Fig. 1: run 1, power grid
Scale bar: 20 um. Pins as bars on the die edge.
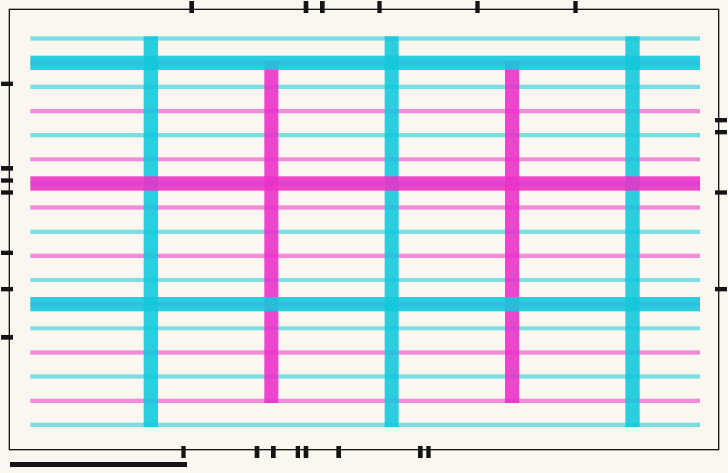
Fig. 2: run 1, clock routing
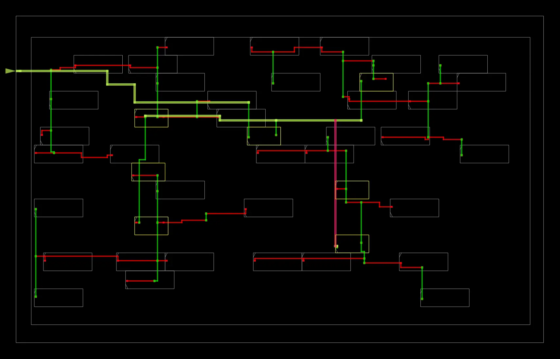
Fig. 3: run 1, M3 wires
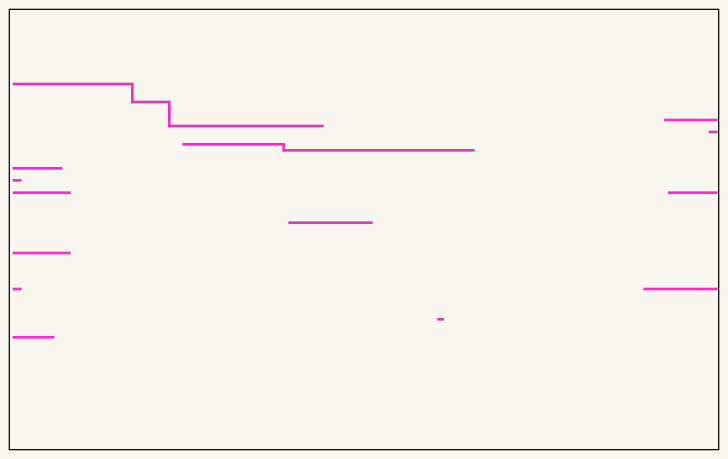
**src/rtl/spi_master.sv**
```systemverilog
// spi_master: mode-0 SPI initiator, MSB first, one DATA_WIDTH word per start/done handshake
module spi_master #(
    parameter int CLK_DIV    = 4,
    parameter int DATA_WIDTH = 8
) (
    input  logic                  clk,
    input  logic                  rst,
    input  logic                  start,
    input  logic [DATA_WIDTH-1:0] tx_data,
    output logic                  busy,
    output logic                  done,
    output logic [DATA_WIDTH-1:0] rx_data,
    output logic                  spi_clk,
    output logic                  cs_n,
    output logic                  mosi,
    input  logic                  miso
);
    localparam int DW = $clog2(CLK_DIV);
    localparam int BW = $clog2(DATA_WIDTH);
    typedef enum logic [2:0] {IDLE, LEAD, HIGH, LOW, TRAIL} state_t;
    state_t                state;
    logic [DW-1:0]         div_cnt;
    logic [BW-1:0]         bit_cnt;
    logic [DATA_WIDTH-1:0] tx_sh;
    logic [DATA_WIDTH-1:0] rx_sh;
    logic                  phase_end;
    assign phase_end = div_cnt == DW'(CLK_DIV - 1);
    always_ff @(posedge clk) begin
        if (!rst) begin
            state   <= IDLE;
            div_cnt <= '0;
            bit_cnt <= '0;
            tx_sh   <= '0;
            rx_sh   <= '0;
            rx_data <= '0;
            busy    <= 1'b0;
            done    <= 1'b0;
            spi_clk <= 1'b0;
            cs_n    <= 1'b1;
            mosi    <= 1'b0;
        end else begin
            done <= 1'b0;
            if (state != IDLE)
                div_cnt <= phase_end ? '0 : div_cnt + 1'b1;
            case (state)
                IDLE: if (start) begin
                    tx_sh   <= tx_data;
                    mosi    <= tx_data[DATA_WIDTH-1];
                    cs_n    <= 1'b0;
                    busy    <= 1'b1;
                    bit_cnt <= '0;
                    div_cnt <= '0;
                    state   <= LEAD;
                end
                LEAD, LOW: if (phase_end) begin
                    spi_clk <= 1'b1;
                    rx_sh   <= {rx_sh[DATA_WIDTH-2:0], miso};
                    state   <= HIGH;
                end
                HIGH: if (phase_end) begin
                    spi_clk <= 1'b0;
                    if (bit_cnt == BW'(DATA_WIDTH - 1)) begin
                        state <= TRAIL;
                    end else begin
                        tx_sh   <= tx_sh << 1;
                        mosi    <= tx_sh[DATA_WIDTH-2];
                        bit_cnt <= bit_cnt + 1'b1;
                        state   <= LOW;
                    end
                end
                TRAIL: if (phase_end) begin
                    cs_n    <= 1'b1;
                    mosi    <= 1'b0;
                    rx_data <= rx_sh;
                    done    <= 1'b1;
                    busy    <= 1'b0;
                    state   <= IDLE;
                end
                default: state <= IDLE;
            endcase
        end
    end
endmodule

```
**config.mk**
```make
export PLATFORM = sky130hd
export DESIGN_NAME = spi_master
export DESIGN_NICKNAME = d
export VERILOG_FILES = /design/src/rtl/spi_master.sv
export SDC_FILE = /design/constraint.sdc
export NUM_CORES = 1
export LEC_CHECK = 0
export CORE_ASPECT_RATIO = 0.6
export CORE_MARGIN = 2
export CORE_UTILIZATION = 45
export CTS_CLUSTER_DIAMETER = 30
export DETAILED_ROUTE_END_ITERATION = 8
export DONT_BUFFER_PORTS = 1
export SLEW_MARGIN = 20
export SYNTH_ARGS = -nofsm -noshare
export SYNTH_HDL_FRONTEND = slang
export SYNTH_SLANG_ARGS = --single-unit
```
**constraint.sdc**
```tcl
create_clock -name clk -period 1.9 [get_ports clk]
set_input_delay 0.19 -clock clk [delete_from_list [all_inputs] [get_ports clk]]
set_output_delay 0.19 -clock clk [all_outputs]
set_load 0.02 [all_outputs]
```
==> impl_metrics.tcl, run 1 <==
# place-and-route summary
set metrics [dict create \
    largest_cell_class "combinational gates" \
    post_route_cells_drive_above_1_share 0.131 \
    clock-skew-final_ns 0.00316 \
    cap_violations 0 \
    setup_viol_count_final 0 \
    dr_wl_met2_um 1230 \
    worst_setup_endpoint "state[0]" \
    synth_top_cell_by_count "dfxtp_1" \
    yosysUniqueCellTypes 40 \
    postCtsSetupRepairBufs 0 \
    well_tap_count 45 \
    seq_power_share 0.552 \
    antenna_cells_inserted 0 \
    ys_seq_frac 0.465 \
    ys_ff 36 \
    synth_area_in_adders 0.0242 \
    globalRouteMet3Util 0.0586 \
    crit_path_start "bit_cnt[0]" \
    layoutNonFillerInstCount 198 \
    relSlewSlack 0.677 \
    instance_count_after_placement_with_tap_cells_included 191 \
    grt_pass1_vias 1092 \
    layout.comb_gates.multi_input 103 \
    flop_cell "dfxtp_1" \
    detail_route.vias_per_cell 5.49 \
    compound_area_frac 0.197 \
    met3_wirelength_um 125 \
    gr-usage-all-layers 0.174 \
    switching_share 0.218 \
    combGateArea_um2 752 \
    endpoint_kind "flop" \
    reg2reg_to "state[0]" \
    reg2reg_slack_ns 0.16 \
    dpl.hpwl_um 2140 \
    clockNetworkAreaShare 0.0577 \
    grt_antenna_before_repair 0 \
    fin_hold_ws_ns 0.0338 \
    power.total_w 0.00145 \
    area_leaders "dfxtp_1 (46%), mux2i_1 (9.0%), a22o_1 (4.5%)" \
    ys_sh_xor 0 \
    postSynthCellCount 152 \
    synth_largest_type_area_fraction 0.465 \
    antenna_left 0 \
    cpMaxStageDelayCell "and3b_1" \
    top_signal_layer_used "met4" \
    cts-resized-gates 0 \
    met1_length_um 1690 \
    cts_tree "built" \
    gr-total-overflow 0 \
    synthToLayoutAreaGrowth_pct 7.75 \
    netlist_area_pre_place_mm2 0.00155 \
    setup.worst_path.start_class "flop" \
    gr-usage-met1 0.259 \
    timing.critical_path.cells "ha_1, ha_1, and3b_1, nor3_1, a2111oi_2" \
    yosysWarningCount 0 \
    layout_top_cells_excl_fill_tap "dfxtp_1 (36), mux2i_1 (14), nand2_1 (9), nor2_1 (9), a22o_1 (8)" \
    floorplan.core_util 0.472 \
    port_buffers 0 \
    run_status "completed" \
    worstSkewPairLatency_ns 0.28 \
    yosys-top-cells-count "dfxtp_1 (36), mux2i_1 (14), nand2_1 (9), nor2_1 (9), a22o_1 (8)" \
    floorplan.die_area_mm2 0.00395 \
    unrepaired_setup_endpoints_after_global_routing "false" \
    crit_type "reg -> reg" \
    grt_max_degree 17 \
    biggestRegsByFlops "rx_data (8), rx_sh (8), tx_sh (7)" \
    internal_power_w 0.00113 \
    detailed_place.area_mm2 0.00157 \
    htree_num_levels 2 \
    layout.core_utilization 0.509 \
    power_leakage_nw 0.736 \
    nFillCells 313 \
    placement.setup.worst_slack_ns 0.176 \
    ys_cells 152 \
    gr_util_met2 0.238 \
    layout_top_cell "dfxtp_1" \
    layout.area.seq_um2 721 \
    pg_seq_w 0.000799 \
    comb_cell_power_w 0.0000760 \
    clock_path_buffers 2 \
    yosysTopAreaCell "dfxtp_1" \
    worstMarginPinSlew_ns 0.483 \
    synth-async-reset-ratio 0 \
    globalplace.congestion 0.724 \
    hold_buffers 0 \
    gate_power_share 0.052 \
    layout_setup_ws_ns 0.161 \
    edf_count 0 \
    syn_avg_cell_area_um2 10.2 \
    regToRegStartpoint "bit_cnt[0]" \
    drt-pass1-iter-count 4 \
    numnets_final 168 \
    timing.final.crit_share 0.915 \
    final_design_area_no_fill_mm2 0.00167 \
    non_clock_buffer_area_share 0.0225 \
    timing.critical_path.arrival_ns 1.92 \
    final-max-slew-violation-count 0 \
    synth-area-yosys_mm2 0.00155 \
    power-per-cell-area_mw_per_mm2 867 \
    fin_tns_setup_ns 0 \
    worst-path-stages 5 \
]
-- Fig. 1 (at the start) --
net	color
VSS	cyan
VDD	magenta
met4 straps	5
met5 straps	3
met1 rails	17
Peak VDD IR: 0.000436 V
placeable core region: 0.00328 mm2
vertical die dimension: 49.5 um
die width: 79.8 um

-- Fig. 2 (at the start) --
Clock Sinks: 36
Flops: 36
clock network power consumption: 0.000573 W
number of buffers created by CTS: 5
clock buffer count: 7

-- Fig. 3 (at the start) --
wire length on this layer	126 um
main direction	horizontal
nets with wire on the layer	13
share of all routed wire	4.1%
final WL: 3060 um
total via count after detailed routing: 1087

==> run 2: changes to the inputs <==
Settings changed: GPL_TIMING_DRIVEN set to 1.
Fig. 4: run 2, clock routing
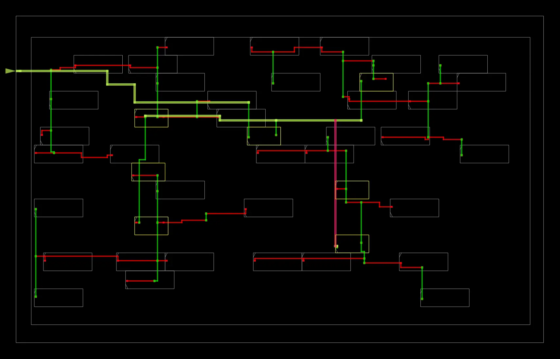
Clk Latency, worst-skew pair: 0.28 ns
worst clock skew: 0.00316 ns

==> run 2 against run 1 <==
Compared with the run above:
- via count did not move
- worst hold slack did not move
- combinational power barely moved
- global-route usage did not move
- final area did not move
- maximum frequency did not move
- die size did not move
- setup slack did not move
- register-to-register slack barely moved
- non-clock buffer count did not move
- largest cell class unchanged
- cell count did not move
- area after synthesis did not move
==> impl_metrics.tcl, run 2 <==
# place-and-route summary
set metrics [dict create \
    worst-path-stages 5 \
    synth-async-reset-ratio 0 \
    postSynthCellCount 152 \
    gr-total-overflow 0 \
    grt_antenna_before_repair 0 \
    floorplan.core_util 0.472 \
    gr_util_met2 0.238 \
    crit_type "reg -> reg" \
    route.vias.total 1087 \
    pg_seq_w 0.000799 \
    reg2reg_slack_ns 0.16 \
    fin_tns_setup_ns 0 \
    synth_area_in_adders 0.0242 \
    dpl.hpwl_um 2140 \
    synth-area-yosys_mm2 0.00155 \
    ys_ff 36 \
    cts_tree "built" \
    combGateArea_um2 752 \
    yosysTopAreaCell "dfxtp_1" \
    power_leakage_nw 0.736 \
    layout_top_cell "dfxtp_1" \
    largest_cell_class "combinational gates" \
    syn_avg_cell_area_um2 10.2 \
    antenna_left 0 \
    pg_clk_w 0.000573 \
    unrepaired_setup_endpoints_after_global_routing "false" \
    clockBufferCount 7 \
    worst_setup_endpoint "state[0]" \
    netlist_area_pre_place_mm2 0.00155 \
    seq_power_share 0.552 \
    cap_violations 0 \
    layout_setup_ws_ns 0.161 \
    synth_top_cell_by_count "dfxtp_1" \
    internal_power_w 0.00113 \
    layoutNonFillerInstCount 198 \
    power.total_w 0.00145 \
    layout_top_cells_excl_fill_tap "dfxtp_1 (36), mux2i_1 (14), nand2_1 (9), nor2_1 (9), a22o_1 (8)" \
    grt_pass1_vias 1092 \
    worstMarginPinSlew_ns 0.483 \
    placement.setup.worst_slack_ns 0.176 \
    numSequentialCells 36 \
    yosys-top-cells-count "dfxtp_1 (36), mux2i_1 (14), nand2_1 (9), nor2_1 (9), a22o_1 (8)" \
    peakVddDrop_v 0.000436 \
    ys_sh_xor 0 \
    well_tap_count 45 \
    reg2reg_to "state[0]" \
    detailed_place.area_mm2 0.00157 \
    edf_count 0 \
    run_status "completed" \
    synth_largest_type_area_fraction 0.465 \
    cts_num_sinks 36 \
    biggestRegsByFlops "rx_data (8), rx_sh (8), tx_sh (7)" \
    dieHeight_um 49.5 \
    cts-resized-gates 0 \
    relSlewSlack 0.677 \
    antenna_cells_inserted 0 \
    comb_cell_power_w 0.0000760 \
    timing.critical_path.arrival_ns 1.92 \
    gr-usage-all-layers 0.174 \
    power-per-cell-area_mw_per_mm2 867 \
    dr_wl_met2_um 1230 \
    met3_wirelength_um 125 \
    synthToLayoutAreaGrowth_pct 7.75 \
    postCtsSetupRepairBufs 0 \
    cpMaxStageDelayCell "and3b_1" \
    switching_share 0.218 \
    fin_hold_ws_ns 0.0338 \
    compound_area_frac 0.197 \
    clock_path_buffers 2 \
    grt_max_degree 17 \
    final-max-slew-violation-count 0 \
    yosysWarningCount 0 \
    setup_viol_count_final 0 \
    gate_power_share 0.052 \
    floorplan.core_area_mm2 0.00328 \
    yosysUniqueCellTypes 40 \
    timing.critical_path.cells "ha_1, ha_1, and3b_1, nor3_1, a2111oi_2" \
    clockNetworkAreaShare 0.0577 \
    detail_route.vias_per_cell 5.49 \
    non_clock_buffer_area_share 0.0225 \
    endpoint_kind "flop" \
    htree_num_levels 2 \
    tritoncts.num_buffers 5 \
    crit_path_start "bit_cnt[0]" \
    gr-usage-met1 0.259 \
    hold_buffers 0 \
    post_route_cells_drive_above_1_share 0.131 \
    die_w_um 79.8 \
    layout.comb_gates.multi_input 103 \
]
Fig. 5: run 2, power grid
Scale bar: 20 um. Pins as bars on the die edge.
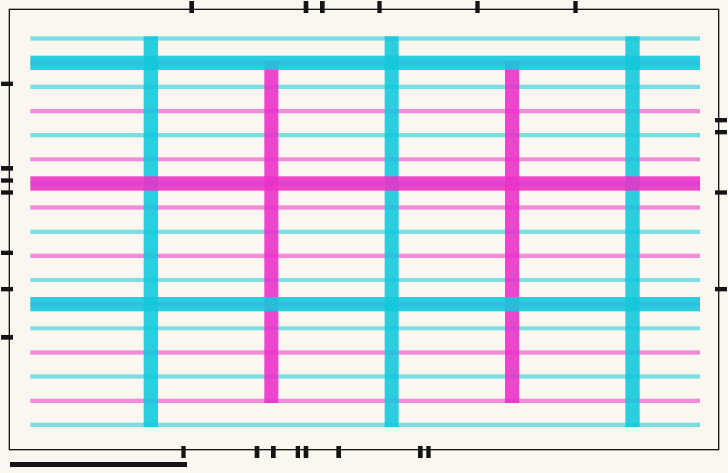

==> run 3: changes to the inputs <==
Settings changed: REMOVE_ABC_BUFFERS set to 1.
Fig. 6: run 3, power grid
Scale bar: 20 um. Pins as bars on the die edge.
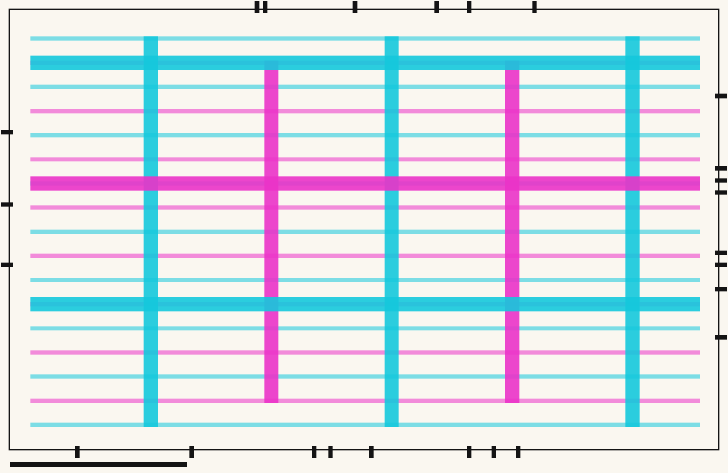
net	color
VSS	cyan
VDD	magenta
met1 rails	17
signal pins	25
met5 straps	3
Peak VDD IR: 0.000393 V

==> run 3 against run 2 <==
Compared with the run above:
- setup slack got worse by 0.0014 ns
- clock power up 27%
- area after synthesis unchanged
- clock-buffer cell count is the same
- routed wire length down 3.1%
- cell count unchanged
==> impl_metrics.tcl, run 3 <==
# place-and-route summary
set metrics [dict create \
    comb_cell_power_w 0.0000743 \
    fin_tns_setup_ns 0 \
    relSlewSlack 0.589 \
    seq_power_share 0.500 \
    port_buffers 0 \
    power.total_w 0.00160 \
    placement.setup.worst_slack_ns 0.192 \
    cap_violations 0 \
    non_clock_buffer_area_share 0.0177 \
    unrepaired_setup_endpoints_after_global_routing "false" \
    yosysTopAreaCell "dfxtp_1" \
    reg2reg_to "state[0]" \
    power_leakage_nw 0.744 \
    largest_cell_class "combinational gates" \
    hold_buffers 0 \
    yosysUniqueCellTypes 40 \
    reg2reg_slack_ns 0.16 \
    met1_length_um 1500 \
    well_tap_count 45 \
    antenna_left 0 \
    endpoint_kind "flop" \
    flop_cell "dfxtp_1" \
    layout_top_cells_excl_fill_tap "dfxtp_1 (36), mux2i_1 (14), nand2_1 (9), nor2_1 (9), a22o_1 (8)" \
    run_status "completed" \
    gr-total-overflow 0 \
    layoutNonFillerInstCount 198 \
    postCtsSetupRepairBufs 0 \
    numnets_final 167 \
    tritoncts.num_buffers 5 \
    cpMaxStageDelayCell "ha_1" \
    final-max-slew-violation-count 0 \
    regToRegStartpoint "div_cnt[0]" \
    cts_tree "built" \
    gr-usage-met1 0.228 \
    layout_top_cell "dfxtp_1" \
    worstMarginPinSlew_ns 0.616 \
    ys_seq_frac 0.465 \
    area_leaders "dfxtp_1 (46%), mux2i_1 (9.0%), a22o_1 (4.5%)" \
    grt_max_degree 17 \
    htree_num_levels 2 \
    synth_largest_type_area_fraction 0.465 \
    route.vias.total 1132 \
    cts_num_sinks 36 \
    layout.core_utilization 0.516 \
    drt-pass1-iter-count 4 \
    postSynthCellCount 152 \
    compound_area_frac 0.197 \
    yosysWarningCount 0 \
    yosys-top-cells-count "dfxtp_1 (36), mux2i_1 (14), nand2_1 (9), nor2_1 (9), a22o_1 (8)" \
    die_w_um 79.8 \
    crit_path_start "div_cnt[0]" \
    dieHeight_um 49.5 \
    gr-usage-all-layers 0.163 \
    gr_util_met2 0.213 \
    fin_hold_ws_ns 0.0297 \
    layout.area.seq_um2 721 \
    ys_cells 152 \
    clockBufferCount 7 \
    clock-skew-final_ns 0.00415 \
    synth_top_cell_by_count "dfxtp_1" \
    syn_avg_cell_area_um2 10.2 \
    layout.comb_gates.multi_input 103 \
    dr_wl_met2_um 1210 \
    worstSkewPairLatency_ns 0.28 \
    biggestRegsByFlops "rx_data (8), rx_sh (8), tx_sh (7)" \
    gate_power_share 0.046 \
    ys_ff 36 \
    dpl.hpwl_um 2110 \
    internal_power_w 0.00127 \
]
Power is estimated from default activity; no workload was simulated.
